**config.mk**
```make
export PLATFORM = sky130hd
export DESIGN_NAME = alu_ctrl_seq
export DESIGN_NICKNAME = d
export VERILOG_FILES = /design/src/rtl/alu_ctrl_pkg.sv /design/src/rtl/alu_ctrl_decode.sv /design/src/rtl/alu_ctrl_seq.sv
export SDC_FILE = /design/constraint.sdc
export NUM_CORES = 1
export LEC_CHECK = 0
export CAP_MARGIN = 20
export CORE_ASPECT_RATIO = 0.5
export CORE_UTILIZATION = 33
export DETAILED_ROUTE_END_ITERATION = 10
export SLEW_MARGIN = 10
export SYNTH_ARGS = -nofsm -noshare
export SYNTH_HDL_FRONTEND = slang
export SYNTH_SLANG_ARGS = --single-unit
```
**constraint.sdc**
```tcl
create_clock -name clk -period 4.63 [get_ports clk]
set_clock_uncertainty 0.15 [all_clocks]
set_input_delay 1.1575 -clock clk [delete_from_list [all_inputs] [get_ports clk]]
set_output_delay 1.1575 -clock clk [all_outputs]
set_load 0.02 [all_outputs]
```
**src/rtl/alu_ctrl_pkg.sv**
```systemverilog
// Shared constants for the ALU control unit: funct codes, main-control op
// classes, ALU select codes and the sequencer state encoding.
package alu_ctrl_pkg;

  // R-type funct field values (instruction[5:0])
  localparam logic [5:0] F_SLL  = 6'h00;
  localparam logic [5:0] F_SRL  = 6'h02;
  localparam logic [5:0] F_SRA  = 6'h03;
  localparam logic [5:0] F_MULT = 6'h18;
  localparam logic [5:0] F_DIV  = 6'h1A;
  localparam logic [5:0] F_ADD  = 6'h20;
  localparam logic [5:0] F_ADDU = 6'h21;
  localparam logic [5:0] F_SUB  = 6'h22;
  localparam logic [5:0] F_SUBU = 6'h23;
  localparam logic [5:0] F_AND  = 6'h24;
  localparam logic [5:0] F_OR   = 6'h25;
  localparam logic [5:0] F_XOR  = 6'h26;
  localparam logic [5:0] F_NOR  = 6'h27;
  localparam logic [5:0] F_SLT  = 6'h2A;
  localparam logic [5:0] F_SLTU = 6'h2B;

  // Main-control op classes (low three bits of alu_op)
  localparam logic [2:0] AOP_RTYPE = 3'd0;
  localparam logic [2:0] AOP_ADD   = 3'd1;
  localparam logic [2:0] AOP_SUB   = 3'd2;
  localparam logic [2:0] AOP_AND   = 3'd3;
  localparam logic [2:0] AOP_OR    = 3'd4;
  localparam logic [2:0] AOP_SLT   = 3'd5;
  localparam logic [2:0] AOP_XOR   = 3'd6;
  localparam logic [2:0] AOP_ILL   = 3'd7;

  // ALU select codes
  localparam logic [3:0] SEL_ADD  = 4'd0;
  localparam logic [3:0] SEL_SUB  = 4'd1;
  localparam logic [3:0] SEL_AND  = 4'd2;
  localparam logic [3:0] SEL_OR   = 4'd3;
  localparam logic [3:0] SEL_SLL  = 4'd4;
  localparam logic [3:0] SEL_SRL  = 4'd5;
  localparam logic [3:0] SEL_SLT  = 4'd6;
  localparam logic [3:0] SEL_XOR  = 4'd7;
  localparam logic [3:0] SEL_NOR  = 4'd8;
  localparam logic [3:0] SEL_SRA  = 4'd9;
  localparam logic [3:0] SEL_SLTU = 4'd10;
  localparam logic [3:0] SEL_MULT = 4'd11;
  localparam logic [3:0] SEL_DIV  = 4'd12;

  // Sequencer states
  typedef enum logic {
    IDLE = 1'b0,
    BUSY = 1'b1
  } state_e;

endpackage

```
**src/rtl/alu_ctrl_decode.sv**
```systemverilog
// Combinational decode of (alu_op, funct) into an ALU select code plus
// illegal and multi-cycle flags. Every input combination yields a defined
// result; anything unrecognised becomes select=0 with illegal set.
module alu_ctrl_decode
  import alu_ctrl_pkg::*;
#(
  parameter int SEL_W   = 4,
  parameter int ALUOP_W = 3
) (
  input  logic [5:0]         funct,
  input  logic [ALUOP_W-1:0] alu_op,
  output logic [SEL_W-1:0]   sel,
  output logic               illegal,
  output logic               multi
);

  logic       upper_nz;
  logic [2:0] op3;
  logic [3:0] code;
  logic       bad;
  logic       mul;

  // Any set bit above the three class bits makes the op illegal
  generate
    if (ALUOP_W > 3) begin : g_wide_op
      assign upper_nz = |alu_op[ALUOP_W-1:3];
    end else begin : g_narrow_op
      assign upper_nz = 1'b0;
    end
  endgenerate

  assign op3 = alu_op[2:0];

  // Class decode, falling through to the funct table for R-type
  always_comb begin
    code = SEL_ADD;
    bad  = 1'b0;
    mul  = 1'b0;
    case (op3)
      AOP_RTYPE: begin
        case (funct)
          F_ADD, F_ADDU: code = SEL_ADD;
          F_SUB, F_SUBU: code = SEL_SUB;
          F_AND:         code = SEL_AND;
          F_OR:          code = SEL_OR;
          F_SLL:         code = SEL_SLL;
          F_SRL:         code = SEL_SRL;
          F_SLT:         code = SEL_SLT;
          F_XOR:         code = SEL_XOR;
          F_NOR:         code = SEL_NOR;
          F_SRA:         code = SEL_SRA;
          F_SLTU:        code = SEL_SLTU;
          F_MULT: begin
            code = SEL_MULT;
            mul  = 1'b1;
          end
          F_DIV: begin
            code = SEL_DIV;
            mul  = 1'b1;
          end
          default:       bad  = 1'b1;
        endcase
      end
      AOP_ADD: code = SEL_ADD;
      AOP_SUB: code = SEL_SUB;
      AOP_AND: code = SEL_AND;
      AOP_OR:  code = SEL_OR;
      AOP_SLT: code = SEL_SLT;
      AOP_XOR: code = SEL_XOR;
      AOP_ILL: bad  = 1'b1;
      default: bad  = 1'b1;
    endcase
    if (upper_nz) begin
      bad = 1'b1;
    end
    // An illegal op never reports a real select or a multi-cycle request
    if (bad) begin
      code = SEL_ADD;
      mul  = 1'b0;
    end
  end

  assign sel     = SEL_W'(code);
  assign illegal = bad;
  assign multi   = mul;

endmodule

```
**src/rtl/alu_ctrl_seq.sv**
```systemverilog
// ALU control unit with valid/ready handshake. Registers the decode result
// on each accept and sequences multi-cycle MULT/DIV, holding off issue for
// the exact number of busy cycles of the multiply/divide unit.
module alu_ctrl_seq
  import alu_ctrl_pkg::*;
#(
  parameter int SEL_W      = 4,
  parameter int ALUOP_W    = 3,
  parameter int MUL_CYCLES = 4,
  parameter int DIV_CYCLES = 8,
  parameter int CNT_W      = 4
) (
  input  logic               clk,
  input  logic               rst,
  input  logic               flush,
  input  logic               in_valid,
  output logic               in_ready,
  input  logic [5:0]         funct,
  input  logic [ALUOP_W-1:0] alu_op,
  output logic               out_valid,
  output logic [SEL_W-1:0]   select,
  output logic               illegal,
  output logic               multi,
  output logic               busy,
  output logic               done
);

  // Elaboration-time parameter bounds
  generate
    if (SEL_W < 4) begin : g_bad_sel_w
      $error("alu_ctrl_seq: SEL_W must be at least 4");
    end
    if (ALUOP_W < 3) begin : g_bad_aluop_w
      $error("alu_ctrl_seq: ALUOP_W must be at least 3");
    end
    if (MUL_CYCLES < 1 || DIV_CYCLES < 1) begin : g_bad_cycles
      $error("alu_ctrl_seq: MUL_CYCLES and DIV_CYCLES must be at least 1");
    end
    if ((1 << CNT_W) < MUL_CYCLES || (1 << CNT_W) < DIV_CYCLES) begin : g_bad_cnt_w
      $error("alu_ctrl_seq: CNT_W too narrow for the busy counter");
    end
  endgenerate

  // Counter load values: cnt counts down to zero, so N busy cycles load N-1
  localparam logic [CNT_W-1:0] MUL_LOAD = CNT_W'(MUL_CYCLES - 1);
  localparam logic [CNT_W-1:0] DIV_LOAD = CNT_W'(DIV_CYCLES - 1);

  logic [SEL_W-1:0] dec_sel;
  logic             dec_illegal;
  logic             dec_multi;
  logic             dec_is_div;
  logic             accept;

  state_e           state_q;
  logic [CNT_W-1:0] cnt_q;
  logic [SEL_W-1:0] select_q;
  logic             illegal_q;
  logic             multi_q;
  logic             out_valid_q;
  logic             done_q;

  alu_ctrl_decode #(
    .SEL_W   (SEL_W),
    .ALUOP_W (ALUOP_W)
  ) u_decode (
    .funct   (funct),
    .alu_op  (alu_op),
    .sel     (dec_sel),
    .illegal (dec_illegal),
    .multi   (dec_multi)
  );

  assign dec_is_div = (dec_sel == SEL_W'(SEL_DIV));
  assign in_ready   = (state_q == IDLE);
  assign accept     = in_valid && in_ready && !flush;

  // Result registers, handshake pulses and the IDLE/BUSY sequencer
  always_ff @(posedge clk) begin
    if (rst) begin
      state_q     <= IDLE;
      cnt_q       <= '0;
      select_q    <= '0;
      illegal_q   <= 1'b0;
      multi_q     <= 1'b0;
      out_valid_q <= 1'b0;
      done_q      <= 1'b0;
    end else begin
      out_valid_q <= accept;
      done_q      <= 1'b0;
      if (accept) begin
        select_q  <= dec_sel;
        illegal_q <= dec_illegal;
        multi_q   <= dec_multi;
      end
      case (state_q)
        IDLE: begin
          if (accept && dec_multi) begin
            state_q <= BUSY;
            cnt_q   <= dec_is_div ? DIV_LOAD : MUL_LOAD;
          end
        end
        BUSY: begin
          // flush aborts silently, even on the final busy cycle
          if (flush) begin
            state_q <= IDLE;
            cnt_q   <= '0;
          end else if (cnt_q == '0) begin
            state_q <= IDLE;
            done_q  <= 1'b1;
          end else begin
            cnt_q <= cnt_q - CNT_W'(1);
          end
        end
        default: begin
          state_q <= IDLE;
          cnt_q   <= '0;
        end
      endcase
    end
  end

  assign out_valid = out_valid_q;
  assign select    = select_q;
  assign illegal   = illegal_q;
  assign multi     = multi_q;
  assign busy      = (state_q == BUSY);
  assign done      = done_q;

endmodule

```
**Run 1: placed standard cells**

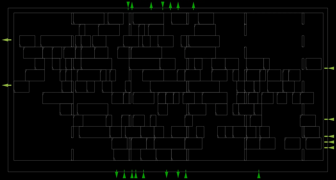
Core Footprint: 2620 sq um
sequential cell count: 13
Seq/total area: 21.8%
Site Rows: 13

**Run 1: placement by cell class**

(6 px per um)
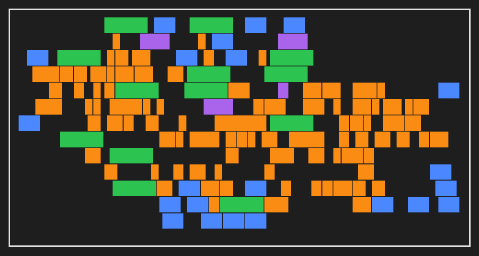
- sequential cells: green (cells 13; share of their area 23%)
- combinational and other logic: orange (cells 90; share of their area 54%)
- clock drivers and dummy loads: purple (cells 4; share of their area 4.0%)
- remaining buffers and delay cells: blue (cells 22; share of their area 19%)
Final Util: 45.7%
Design Area, Final: 1200 sq um

**Run 1: clock network drawn from the DEF**

(6 px per um)
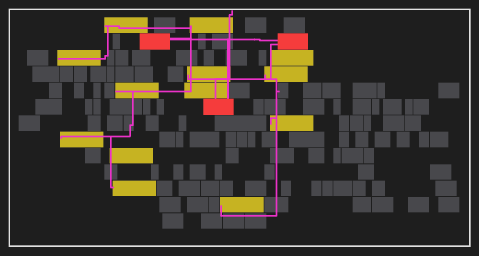
- clock drivers: red (count 3)
- clock wires: magenta (length 203 um)
- flip-flops: yellow (count 13)
- routed clock nets: 4

**Run 1: M1 wires**

(8 px per um) Supply wires on this layer in grey. Cells faint in the background.
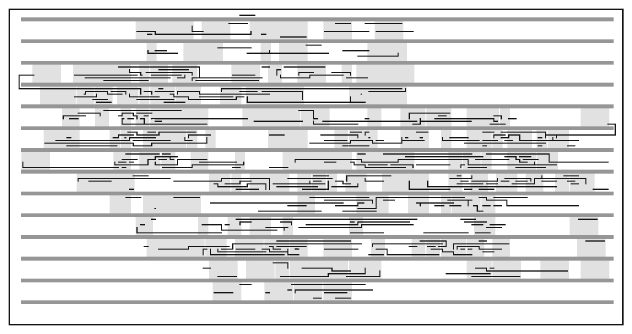
- nets with wire on the layer: 133
- longest straight run: 22.5 um
- wire length on this layer: 1270 um
- main direction: horizontal
- share of all routed wire: 58%
global-route track usage on met1: 22.9%
vias post-DR: 871
WL final: 2.18 mm

==> results.cfg, run 1 <==
; yosys + openroad results
[run_status]
status = finished clean

[critical_path]
rr_worst_depth = 4
ff2ff_setup_slack_ns = 2.71
cp-end-kind = flop
cp-endpoint = cnt_q[1]$_SDFFE_PP0P_
worstPathMaxFanout = 6

[layout]
area_growth_pct = 30.6
layout.nets = 145
antenna_cells = 0

[logic_synthesis]
synth_cells = 109
synth.avg_cell_area_sq_um = 8.40
top_area_cell = dfxtp_1
synth_warnings = 0
yosys_cells = 109
ys_seq_share_pct = 28.4
edf_count = 0

[clock_tree]
clkTransAtPathRegs_ns = 0.06
cts_buffers = 3
cts.path.max_buffers = 2
cts_resized = 0
worstSkewPairLatency_ns = 0.25
cts_hold_buf = 0
post_cts_buffers = 0

[route]
dr.pass1.iters = 4
wl_met2_um = 828
ant_nets = 0
wl_met3_um = 66
drt_iter0_drc = 31
via_per_inst = 5.25

[timing]
slew_violations = 0
finalSetupViolCount = 0
rsz0062_at_grt = no

[global_routing]
gr-usage-met2_pct = 21.6
grt_max_degree = 13
grt_pass1_wl_mm = 3.44
antenna_found_initial = 0
grt_overflow_total = 0
grt_pass1_vias = 717

[hold_path]
worstHoldStart = multi$_SDFFE_PP0P_
holdPathStages = 2
holdPathEnd = multi$_SDFFE_PP0P_

[die]
fp.dieH_um = 39.3
dieArea_sq_um = 3000
fp-utilization_pct = 35.0

[run]
cap_violations = 0

[power]
total_leakage_power_nw = 0.408

[placed_design]
portBuffers = 22
place.gp.congestion = 0.856
## run 1: where the power goes
group          leakage (nW)  internal [W]  switching, W
logic                 0.277     0.0000255     0.0000281
clock network        0.0255     0.0000596     0.0000460
registers             0.106      0.000115    0.00000134
## run 1: area by class of cell
class | count | area, sq um | area share, %
Timing Repair Buffer | 22 | 220 | 18.4
Inverter | 6 | 22.5 | 1.88
Clock buffer | 3 | 41.3 | 3.45
Sequential cell | 13 | 260 | 21.8
Clock inverter | 1 | 5.00 | 0.418
Tap cell | 37 | 46.3 | 3.87
Multi-Input combinational cell | 84 | 601 | 50.2
## run 1: cell families (layout without fill, tap and decap cells)
family / count (synthesis) / count (layout) / share of synthesized area, %
AND/OR/NAND/NOR: 47 / 47 / 31.7
AND-OR/OR-AND: 31 / 31 / 27.0
flip-flops: 13 / 13 / 28.4
buffers and inverters: 12 / 32 / 6.01
XOR/XNOR: 3 / 3 / 2.87
adder cells (fa/ha/maj): 2 / 2 / 2.73
multiplexers: 1 / 1 / 1.23
## run 1: critical path, cell delays in order
cell,delay [ns]
clkdlybuf4s50_1,0.49
or4b_4,0.61
nor4b_4,0.37
o21ai_1,0.12
a221oi_2,0.21
## run 1: registers in the layout, summed over array words and instances (netlist names)
register,flops
busy,1
cnt_q,4
illegal,1
multi,1
out_valid,1
done,1
select,4
## run 1: through the flow
step | cell area, sq um | setup WS (ns) | total power, W | hold WS, ns | std cells
finish | 1200 | 1.68 | 0.000275 | 0.340 | 166
global route | 1200 | 1.53 | 0.000285 | 0.374 | 166
CTS | 1200 | 1.67 | 0.000277 | 0.349 | 166
detailed placement | 1150 | 1.41 | 0.000171 | 0.334 | 162
global placement | 1150 | 1.43 | 0.000172 | 0.329 | 162
floorplan | 916 | 2.01 | 0.000150 | 0.332 | 109
**Run 1: port wiring**

(4 px per um)
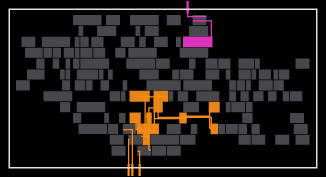

==> run 2, diff against run 1 <==
==> constraint.sdc (replaced) <==
create_clock -name clk -period 2.7 [get_ports clk]
set_clock_uncertainty 0.15 [all_clocks]
set_input_delay 0.675 -clock clk [delete_from_list [all_inputs] [get_ports clk]]
set_output_delay 0.675 -clock clk [all_outputs]
set_load 0.02 [all_outputs]
**Run 2: port wiring**

(4 px per um)
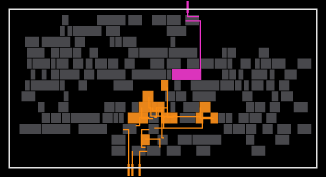
- `alu_op`: orange (bits 3; direction input; end cells 12; buffers 6; wire 116 um)
- `out_valid`: magenta (bits 1; direction output; end cells 1; buffers 1; wire 20.6 um)

==> results.cfg, run 2 <==
; yosys + openroad results
[critical_path]
rr_worst_depth = 4
crit_path_cell_trace = clkdlybuf4s50_1 -> or4b_4 -> nor4b_4 -> o21ai_1 -> a221oi_2
critical_path_buf_inv_count = 1
ff2ff_setup_slack_ns = 0.80
critPathMaxStageDelay_ns = 0.59

[clock_tree]
cts_resized = 0
cts.path.max_buffers = 2
post_cts_buffers = 0
cts_hold_buf = 0

[run_status]
status = finished clean

[hold_path]
holdPathEnd = multi$_SDFFE_PP0P_
holdPathStages = 2

[logic_synthesis]
yosys_cells = 109
synth_warnings = 0

[timing]
finalSetupViolCount = 0

[power]
total_power_w = 0.000482

[route]
drt_iter0_drc = 29

[global_routing]
antenna_found_initial = 0
grt_overflow_total = 0

[placed_design]
dpl_worst_slack_ns = 0.0601

[layout]
antenna_cells = 0
area_growth_pct = 43.6
**Run 2: M1 wires**

(8 px per um) Supply wires on this layer in grey. Cells faint in the background.
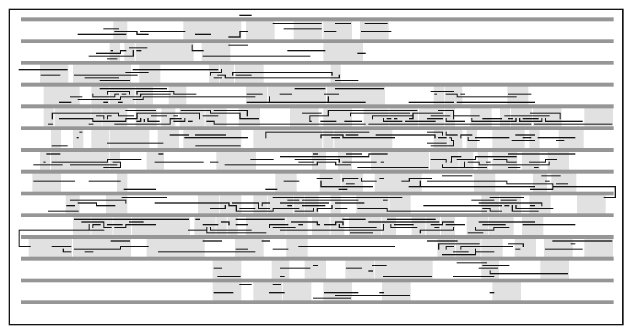
- longest straight run: 20.2 um
- wire length on this layer: 1270 um
- share of all routed wire: 52%
- nets with wire on the layer: 150
- main direction: horizontal
vias post-DR: 947
global-route track usage on met1: 24.3%
WL final: 2.42 mm

[run 2: cell counts after synthesis]
No cell type changed its count.
[run 2: report_power, final]
group / total [W] / switching (W) / internal, W
combinational: 0.000107 / 0.0000512 / 0.0000557
sequential: 0.000199 / 0.00000242 / 0.000196
clock: 0.000176 / 0.0000718 / 0.000104
[run 2: per-layer routing]
layer / vias to the layer above / GRT usage [%] / part of all wire, %
met5: - / 0 / 0
met4: 0 / 6.25 / 0
met3: 0 / 4.42 / 4.6
met2: 22 / 28.8 / 43
met1: 440 / 24.3 / 52
li1: 485 / - / -
[run 2: cell families (layout without fill, tap and decap cells)]
logic type / Yosys count / after routing / synth area share [%]
DFF: 13 / 13 / 28.4
adders and majority gates: 2 / 2 / 2.73
muxes: 1 / 1 / 1.23
buffers and inverters: 12 / 48 / 6.01
and+or+nand+nor: 47 / 47 / 31.7
xor gates and xnor gates: 3 / 3 / 2.87
AOI/OAI and AO/OA: 31 / 31 / 27.0
[run 2: worst max path at each step]
| stage | cells after the start | to | start |
|---|---|---|---|
| floorplan | 3 | illegal$_SDFFE_PP0P_ | alu_op[0] |
| global placement | 4 | illegal$_SDFFE_PP0P_ | alu_op[0] |
| detailed placement | 5 | cnt_q[1]$_SDFFE_PP0P_ | alu_op[0] |
| CTS | 5 | cnt_q[1]$_SDFFE_PP0P_ | alu_op[0] |
| global route | 5 | cnt_q[1]$_SDFFE_PP0P_ | alu_op[0] |
| finish | 5 | cnt_q[1]$_SDFFE_PP0P_ | alu_op[0] |
[run 2: area by class of cell]
cell class	count	area [sq um]	area share, %
inverters	6	22.5	1.71
clock buffers	4	45.0	3.43
multi-input cells	84	601	45.7
well taps	37	46.3	3.52
flip-flops and latches	13	260	19.8
repair buffers	38	340	25.9
**Run 2: placement by cell class**

(6 px per um)
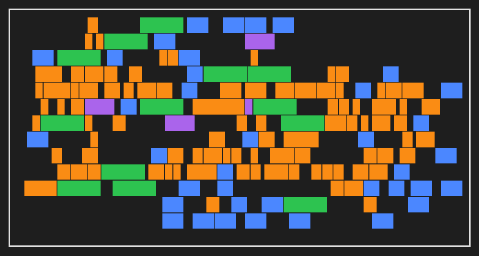

==> run 3, diff against run 2 <==
--- a/config.mk
+++ b/config.mk
@@ -7,8 +7,10 @@
 export LEC_CHECK = 0
 export CAP_MARGIN = 20
 export CORE_ASPECT_RATIO = 0.5
+export CORE_MARGIN = 2
 export CORE_UTILIZATION = 33
 export DETAILED_ROUTE_END_ITERATION = 10
+export PLACE_DENSITY = 0.57
 export SLEW_MARGIN = 10
 export SYNTH_ARGS = -nofsm -noshare
 export SYNTH_HDL_FRONTEND = slang
**Run 3: placement by cell class**

(6 px per um)
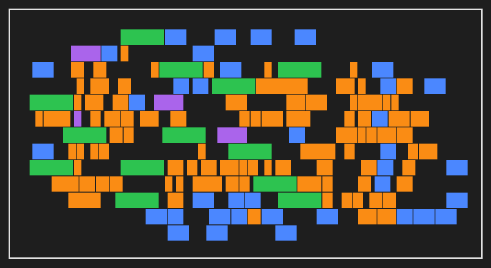
- sequential cells: green (cells 13; share of their area 21%)
- clock drivers and dummy loads: purple (cells 4; share of their area 3.6%)
- combinational and other logic: orange (cells 90; share of their area 49%)
- remaining buffers and delay cells: blue (cells 37; share of their area 26%)

==> results.cfg, run 3 <==
; yosys + openroad results
[hold_path]
holdPathStages = 2

[clock_tree]
cts_resized = 0
post_cts_buffers = 0
cts.path.max_buffers = 2
cts_hold_buf = 0

[critical_path]
ff2ff_setup_slack_ns = 0.77
rr_worst_depth = 4
crit_path_cell_trace = clkdlybuf4s50_1 -> or4b_4 -> nor4b_4 -> o21ai_1 -> a221oi_2
crit_start = alu_op[0]
crit_cells = 5

[layout]
comb_area_sq_um = 601
seq_area_sq_um = 260
area_growth_pct = 42.8

[power]
power.internal_w = 0.000355
clkPwrFrac_pct = 36.9
switching_share_pct = 26.3
comb_power_share_pct = 21.9

[run_status]
status = finished clean

[logic_synthesis]
adder_share_pct = 2.73
yosys_cells = 109
synthMuxAreaShare_pct = 1.23
synth_warnings = 0
simple_gate_share_pct = 31.7

[timing]
finalSetupViolCount = 0

[route]
drt_iter0_drc = 28
**Run 3: clock network drawn from the DEF**

(6 px per um)
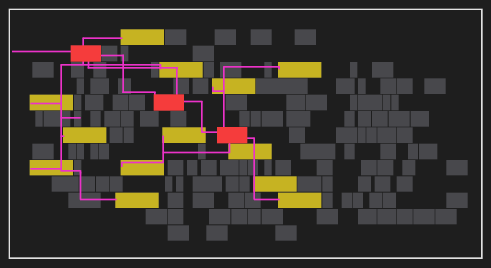
- clock wires: magenta (length 215 um)
- clock drivers: red (count 3)
- flip-flops: yellow (count 13)
- routed clock nets: 4

## run 3: cell counts after synthesis
Identical to the previous run, type by type.
## run 3: power by group through the flow
| stage | logic (W) | clock network, W | registers [W] |
|---|---|---|---|
| after global placement | 0.000106 | 0 | 0.000203 |
| after detailed placement | 0.000105 | 0 | 0.000203 |
| after floorplan | 0.0000487 | 0 | 0.000208 |
| final | 0.000106 | 0.000178 | 0.000199 |
| after CTS | 0.000106 | 0.000185 | 0.000199 |
| after global routing | 0.000116 | 0.000192 | 0.000199 |
## run 3: final cells by class
type,instances,share of cell area [%]
timing repair buffer,37,25.5
tap,37,3.54
multi-input combinational,84,45.9
sequential,13,19.9
inverter,6,1.72
clock buffer,4,3.44
## run 3: cells by family (layout without fill, tap and decap cells)
kind of cell / after synthesis / count (layout)
AND-OR/OR-AND: 31 / 31
XOR/XNOR: 3 / 3
flip-flops: 13 / 13
AND/OR/NAND/NOR: 47 / 47
buffers and inverters: 12 / 47
adder cells (fa/ha/maj): 2 / 2
multiplexers: 1 / 1
## run 3: worst min-delay path: cells and delay by family (launching register included)
family / cells / cell delay [ns]
and+or+nand+nor: 1 / 0.07
DFF: 1 / 0.32
AOI/OAI and AO/OA: 1 / 0.07
## run 3: stage by stage
stage | total power (W) | cells | util, %
global route | 0.000507 | 181 | 49.9
global placement | 0.000309 | 177 | 48.2
CTS | 0.000489 | 181 | 49.9
finish | 0.000483 | 181 | 49.9
detailed placement | 0.000308 | 177 | 48.2
floorplan | 0.000257 | 109 | -
## run 3: layer usage
layer  part of all wire, %  wire [um]  global-route usage (%)
met5                     0          0                       0
met4                   1.0         25                    6.14
met3                   4.9        119                    5.29
met2                    43       1060                    31.4
met1                    51       1250                    20.5
Power is estimated from default activity; no workload was simulated.
